--- src/rtl/vend_pkg.sv ---
// Shared types for the vending change controller: coin codes, FSM states and
// the coin-to-unit conversion used by both the controller and the dispenser.
package vend_pkg;

    typedef enum logic [1:0] {
        COIN_NONE = 2'b00,
        COIN_5    = 2'b01,
        COIN_10   = 2'b10,
        COIN_BAD  = 2'b11
    } coin_e;

    typedef enum logic [1:0] {
        COLLECT = 2'd0,
        VEND    = 2'd1,
        CHANGE  = 2'd2
    } state_e;

    // Value of a coin in 5 rs units; anything that is not a real coin is worth 0.
    function automatic logic [1:0] coin_units(coin_e c);
        case (c)
            COIN_5:  return 2'd1;
            COIN_10: return 2'd2;
            default: return 2'd0;
        endcase
    endfunction

endpackage

--- src/rtl/vend_change_ctrl_if.sv ---
// Customer-side and dispenser-side signals of the vending controller.
// master drives coins/requests and the dispenser ready; slave is the controller.
interface vend_change_ctrl_if #(
    parameter int CW = 3,
    parameter int SW = 4
);
    logic          coin_valid;
    logic [1:0]    coin;
    logic          cancel;
    logic          restock;
    logic          change_ready;
    logic          vend;
    logic          coin_reject;
    logic          change_valid;
    logic [1:0]    change_coin;
    logic [CW-1:0] credit;
    logic [SW-1:0] stock;
    logic          sold_out;
    logic          busy;

    modport master (
        output coin_valid, coin, cancel, restock, change_ready,
        input  vend, coin_reject, change_valid, change_coin, credit, stock, sold_out, busy
    );

    modport slave (
        input  coin_valid, coin, cancel, restock, change_ready,
        output vend, coin_reject, change_valid, change_coin, credit, stock, sold_out, busy
    );
endinterface

--- src/rtl/vend_change_disp.sv ---
// Remainder counter and ready/valid coin dispenser: pays out 10 rs coins first,
// then a final 5 rs coin, one coin per accepted handshake.
module vend_change_disp
    import vend_pkg::*;
#(
    parameter int CW = 3
) (
    input  logic          clk,
    input  logic          rst,
    input  logic          load,
    input  logic [CW-1:0] load_units,
    input  logic          ready,
    output logic          valid,
    output logic [1:0]    coin,
    output logic          done
);

    logic [CW-1:0] rem_reg, rem_next;
    logic          valid_reg;
    coin_e         coin_reg, coin_next;
    logic          take;
    logic [CW-1:0] step;

    always_comb begin
        take     = valid_reg && ready;
        step     = CW'(coin_units(coin_reg));
        rem_next = rem_reg;
        if (load) begin
            rem_next = load_units;
        end else if (take) begin
            rem_next = rem_reg - step;
        end
        // The coin shown next cycle is chosen from the updated remainder so it is registered.
        coin_next = COIN_NONE;
        if (rem_next >= CW'(2)) begin
            coin_next = COIN_10;
        end else if (rem_next != '0) begin
            coin_next = COIN_5;
        end
    end

    always_ff @(posedge clk) begin
        if (rst) begin
            rem_reg   <= '0;
            valid_reg <= 1'b0;
            coin_reg  <= COIN_NONE;
        end else begin
            rem_reg   <= rem_next;
            valid_reg <= (rem_next != '0);
            coin_reg  <= coin_next;
        end
    end

    assign valid = valid_reg;
    assign coin  = coin_reg;
    assign done  = take && (rem_reg == step);

endmodule

--- src/rtl/vend_change_ctrl.sv ---
// Parametrised vending controller: accumulates 5/10 rs coins against PRICE,
// pulses vend, returns change or refunded credit through the coin dispenser.
module vend_change_ctrl
    import vend_pkg::*;
#(
    parameter  int PRICE      = 3,
    parameter  int MAX_CREDIT = 4,
    parameter  int STOCK_INIT = 8,
    localparam int CW         = $clog2(MAX_CREDIT + 1),
    localparam int SW         = $clog2(STOCK_INIT + 1)
) (
    input logic               clk,
    input logic               rst,
    vend_change_ctrl_if.slave bus
);

    state_e        state_reg, state_next;
    logic [CW-1:0] credit_reg, credit_next;
    logic [SW-1:0] stock_reg, stock_next;
    logic          vend_reg, vend_next;
    logic          reject_reg, reject_next;
    logic          load;
    logic [CW-1:0] load_units;
    logic          disp_done;
    coin_e         coin_in;
    logic          coin_ok;

    assign coin_in = coin_e'(bus.coin);
    assign coin_ok = (coin_in == COIN_5) || (coin_in == COIN_10);

    always_comb begin
        state_next  = state_reg;
        credit_next = credit_reg;
        stock_next  = stock_reg;
        vend_next   = 1'b0;
        reject_next = 1'b0;
        load        = 1'b0;
        load_units  = '0;
        case (state_reg)
            COLLECT: begin
                if (bus.cancel) begin
                    // Cancel wins: any coin offered alongside it goes straight back.
                    reject_next = bus.coin_valid;
                    if (credit_reg != '0) begin
                        load        = 1'b1;
                        load_units  = credit_reg;
                        credit_next = '0;
                        state_next  = CHANGE;
                    end
                end else if (bus.coin_valid) begin
                    if (!coin_ok || (stock_reg == '0)) begin
                        reject_next = 1'b1;
                    end else begin
                        credit_next = credit_reg + CW'(coin_units(coin_in));
                        if (credit_next >= CW'(PRICE)) begin
                            state_next = VEND;
                        end
                    end
                end
            end
            VEND: begin
                vend_next   = 1'b1;
                reject_next = bus.coin_valid;
                stock_next  = stock_reg - SW'(1);
                load        = 1'b1;
                load_units  = credit_reg - CW'(PRICE);
                credit_next = '0;
                state_next  = (load_units != '0) ? CHANGE : COLLECT;
            end
            CHANGE: begin
                reject_next = bus.coin_valid;
                if (disp_done) begin
                    state_next = COLLECT;
                end
            end
            default: state_next = COLLECT;
        endcase
        if (bus.restock) begin
            stock_next = SW'(STOCK_INIT);
        end
    end

    always_ff @(posedge clk) begin
        if (rst) begin
            state_reg  <= COLLECT;
            credit_reg <= '0;
            stock_reg  <= SW'(STOCK_INIT);
            vend_reg   <= 1'b0;
            reject_reg <= 1'b0;
        end else begin
            state_reg  <= state_next;
            credit_reg <= credit_next;
            stock_reg  <= stock_next;
            vend_reg   <= vend_next;
            reject_reg <= reject_next;
        end
    end

    vend_change_disp #(
        .CW(CW)
    ) u_disp (
        .clk        (clk),
        .rst        (rst),
        .load       (load),
        .load_units (load_units),
        .ready      (bus.change_ready),
        .valid      (bus.change_valid),
        .coin       (bus.change_coin),
        .done       (disp_done)
    );

    assign bus.vend        = vend_reg;
    assign bus.coin_reject = reject_reg;
    assign bus.credit      = credit_reg;
    assign bus.stock       = stock_reg;
    assign bus.sold_out    = (stock_reg == '0);
    assign bus.busy        = (state_reg != COLLECT);

endmodule

--- src/flat_wrapper.sv ---
// flat-port wrapper written by rule: the top's interface ports become plain ports
module vend_change_ctrl_flat import vend_pkg::*;
#(
    parameter  int PRICE      = 3,
    parameter  int MAX_CREDIT = 4,
    parameter  int STOCK_INIT = 8,
    localparam int CW         = $clog2(MAX_CREDIT + 1),
    localparam int SW         = $clog2(STOCK_INIT + 1)
)
  (clk, rst, bus_coin_valid, bus_coin, bus_cancel, bus_restock, bus_change_ready, bus_vend, bus_coin_reject, bus_change_valid, bus_change_coin, bus_credit, bus_stock, bus_sold_out, bus_busy);
  vend_change_ctrl_if #(.CW(3), .SW(4)) bus_i ();
  input logic clk;
  input logic rst;
  input wire logic [$bits(bus_i.coin_valid)-1:0] bus_coin_valid;
  input wire logic [$bits(bus_i.coin)-1:0] bus_coin;
  input wire logic [$bits(bus_i.cancel)-1:0] bus_cancel;
  input wire logic [$bits(bus_i.restock)-1:0] bus_restock;
  input wire logic [$bits(bus_i.change_ready)-1:0] bus_change_ready;
  output wire logic [$bits(bus_i.vend)-1:0] bus_vend;
  output wire logic [$bits(bus_i.coin_reject)-1:0] bus_coin_reject;
  output wire logic [$bits(bus_i.change_valid)-1:0] bus_change_valid;
  output wire logic [$bits(bus_i.change_coin)-1:0] bus_change_coin;
  output wire logic [$bits(bus_i.credit)-1:0] bus_credit;
  output wire logic [$bits(bus_i.stock)-1:0] bus_stock;
  output wire logic [$bits(bus_i.sold_out)-1:0] bus_sold_out;
  output wire logic [$bits(bus_i.busy)-1:0] bus_busy;
  assign bus_i.coin_valid = bus_coin_valid;
  assign bus_i.coin = bus_coin;
  assign bus_i.cancel = bus_cancel;
  assign bus_i.restock = bus_restock;
  assign bus_i.change_ready = bus_change_ready;
  assign bus_vend = bus_i.vend;
  assign bus_coin_reject = bus_i.coin_reject;
  assign bus_change_valid = bus_i.change_valid;
  assign bus_change_coin = bus_i.change_coin;
  assign bus_credit = bus_i.credit;
  assign bus_stock = bus_i.stock;
  assign bus_sold_out = bus_i.sold_out;
  assign bus_busy = bus_i.busy;
  vend_change_ctrl #(.PRICE(PRICE), .MAX_CREDIT(MAX_CREDIT), .STOCK_INIT(STOCK_INIT)) u_core (.clk(clk), .rst(rst), .bus(bus_i));
endmodule
--- config.mk ---
export PLATFORM = sky130hd
export DESIGN_NAME = vend_change_ctrl_flat
export DESIGN_NICKNAME = d
export VERILOG_FILES = /design/src/rtl/vend_pkg.sv /design/src/rtl/vend_change_ctrl_if.sv /design/src/rtl/vend_change_disp.sv /design/src/rtl/vend_change_ctrl.sv /design/src/flat_wrapper.sv
export SDC_FILE = /design/constraint.sdc
export NUM_CORES = 1
export LEC_CHECK = 0
export ABC_AREA = 0
export CAP_MARGIN = 20
export CORE_UTILIZATION = 33
export CTS_CLUSTER_SIZE = 25
export DETAILED_ROUTE_END_ITERATION = 10
export PLACE_DENSITY_LB_ADDON = 0.3
export SYNTH_ARGS = -nofsm -noshare
export SYNTH_HDL_FRONTEND = slang
export SYNTH_SLANG_ARGS = --single-unit
--- constraint.sdc ---
create_clock -name clk -period 2.9 [get_ports clk]
set_clock_uncertainty 0.2 [all_clocks]
set_input_delay 0.29 -clock clk [delete_from_list [all_inputs] [get_ports clk]]
set_output_delay 0.29 -clock clk [all_outputs]
set_load 0.005 [all_outputs]
**Zoomed window**

Scale bar: 10 um. Region (11, 0) to (51, 40) um. Cells in grey, sequential cells in the stronger grey; small squares are vias.
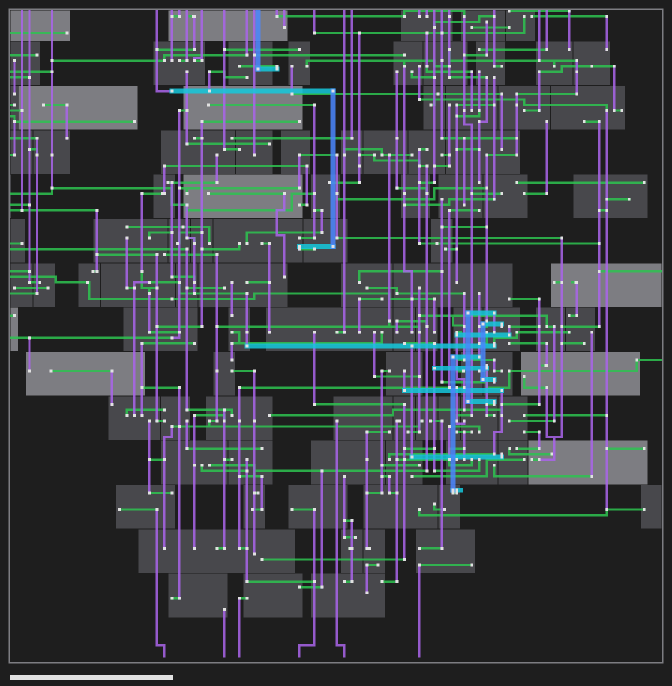
legend:
  green:
    layer: metal 1
  blue:
    layer: metal 4
  purple:
    layer: metal 2
  cyan:
    layer: metal 3
netlist names of flops here include: u_core.bus.credit (3), u_core.bus.stock (2), u_core.state_reg (2)
cells with their middle in the window: 92
sequential cells in the window: 9
most frequent: inv_1 (12), ha_1 (10), dfxtp_1 (9)

**Metal 1**

Scale bar: 20 um. Supply wires on this layer in grey. Cells faint in the background.
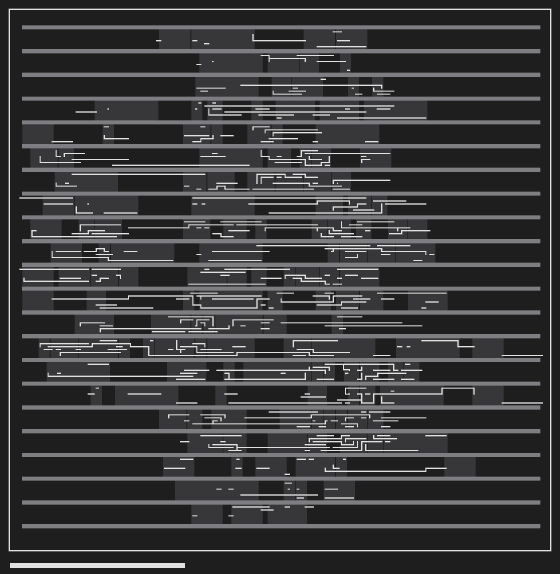
main direction: horizontal
longest straight run: 21.6 um
nets with wire on the layer: 155
wire length on this layer: 1,180 um

==> CHANGELOG.md <==
### Implementation results

- Die area: around 3800 um^2
- First-pass GRT wire length: roughly 4000 um
- Antenna-violating nets left: 0
- CP cell instances: clkdlybuf4s50_1 > ha_1 > ha_1 > inv_1 > fa_1 > nor2b_1 > o311a_4 > mux2_4
- Fin nets: 176
- Top cells excl fill/tap: clkdlybuf4s50_1 (21), inv_1 (17), dfxtp_1 (17), ha_1 (13), nor2_1 (10)
- CTS root buf: clkbuf_4
- TritonCTS clock tree: done
- Cycle use final: 0.806
- Status: finished clean
- Final Max-Slew Violation Tally: 0
- Clk sinks: 17
- Leak: ~0.59 nW
- Via count: 1,020
- Ys cells: roughly 130
- Largest net degree at the start of global routing: 19
- Worst Setup Start Kind: primary input
- DRT iter0 DRCs: 30
- Pre-CTS setup slack: about 260 ps
- Final number of setup-violating endpoints: 0
- PostCTS Resize Cnt: 0
**Routing congestion map**

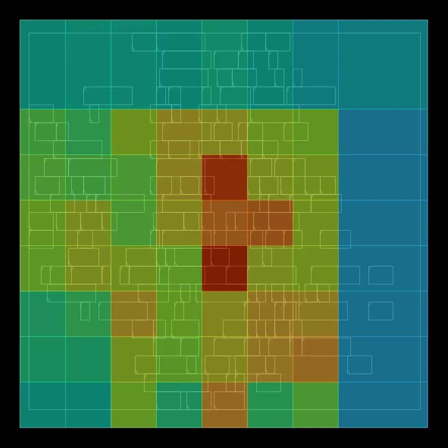
met3 Usage GRT: 0.0373
Total GRT Usage: 0.146
fin util: 0.428

**Drive-strength map**

Scale bar: 20 um.
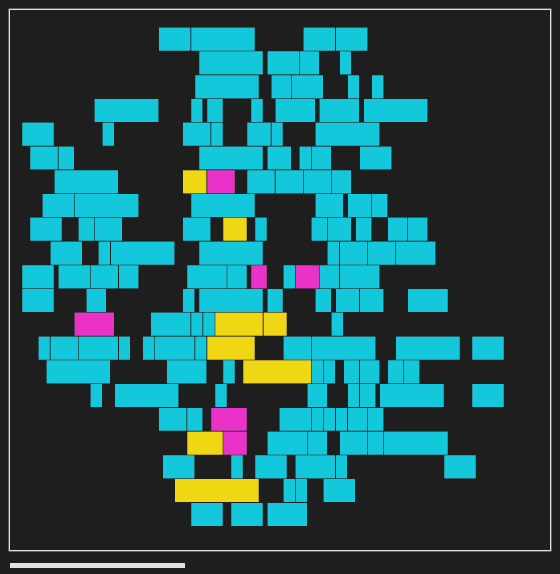
legend:
  cyan:
    size: _0 and _1 cells
    cells: 138
    share: 91%
  yellow:
    size: _3 and _4 cells
    cells: 8
    share: 5.3%
  magenta:
    size: _2 cells
    cells: 6
    share: 3.9%

[report_power, final]
| group | switching [mW] | internal (mW) | leakage, nW | total [mW] |
|---|---|---|---|---|
| Clock | 0.0814 | 0.0514 | 0.0177 | 0.133 |
| Sequential | 0.0231 | 0.260 | 0.138 | 0.283 |
| Combinational | 0.132 | 0.133 | 0.431 | 0.265 |
| Total | 0.236 | 0.445 | 0.586 | 0.681 |
[tightest hold or removal path: stages, from the launching register on]
cell,delay [ps]
dfxtp_1,350
nor2_1,80
a2111oi_0,50
[metal layers]
layer	up-vias	routed length (um)	track usage
li1	499	-	-
met1	480	1180	0.183
met2	31	1240	0.246
met3	10	105	0.0373
met4	0	44	0.0476
met5	-	0	0
[Yosys cell counts (2+ instances only)]
library cell  number  area (um^2)
dfxtp_1           17          340
inv_1             17         63.8
ha_1              13          163
nor2_1            10         37.5
a21oi_1            8         40.0
nand2_1            7         26.3
nor2b_1            4         25.0
a31oi_1            3         18.8
o21ai_0            3         15.0
xor2_1             3         26.3
and3b_1            2         17.5
buf_2              2         10.0
clkbuf_1           2         7.51
fa_1               2         40.0
mux2_4             2         30.0
nand2b_1           2         12.5
nand3_1            2         10.0
nand4_1            2         12.5
nor3_1             2         10.0
o221ai_1           2         17.5
xnor2_1            2         17.5
[cell type report]
type                       instances  share of cell area
multi-input combinational         93               0.518
sequential                        17               0.234
timing repair buffer              21               0.145
inverter                          17              0.0440
tap                               46              0.0397
clock buffer                       3              0.0155
clock inverter                     1             0.00345
[worst paths after layout]
kind / slack [ps] / startpoint / to / cells after the start
max: 560 / bus_coin[0] / u_core.state_reg[1] / 8
max reg2reg: 650 / u_core.bus.credit[0] / u_core.state_reg[1] / 6
min: 320 / u_core.bus.stock[1] / u_core.bus.stock[1] / 2
min reg2reg: 320 / u_core.bus.stock[1] / u_core.bus.stock[1] / 2
[kinds of logic after synthesis]
| kind of cell | share of synthesized area |
|---|---|
| muxes | 0.0339 |
| adders and majority gates | 0.172 |
| buffers and inverters | 0.0752 |
| xor gates and xnor gates | 0.0371 |
| DFF | 0.288 |
| AOI/OAI and AO/OA | 0.182 |
| and+or+nand+nor | 0.212 |
[through the flow]
stage / power [mW] / std cells / area, um^2
finish: 0.681 / 198 / 1450
global route: 0.735 / 198 / 1450
CTS: 0.684 / 198 / 1450
detailed placement: 0.554 / 194 / 1420
global placement: 0.549 / 194 / 1420
floorplan: 0.462 / 132 / 1180
Power is estimated from default activity; no workload was simulated.
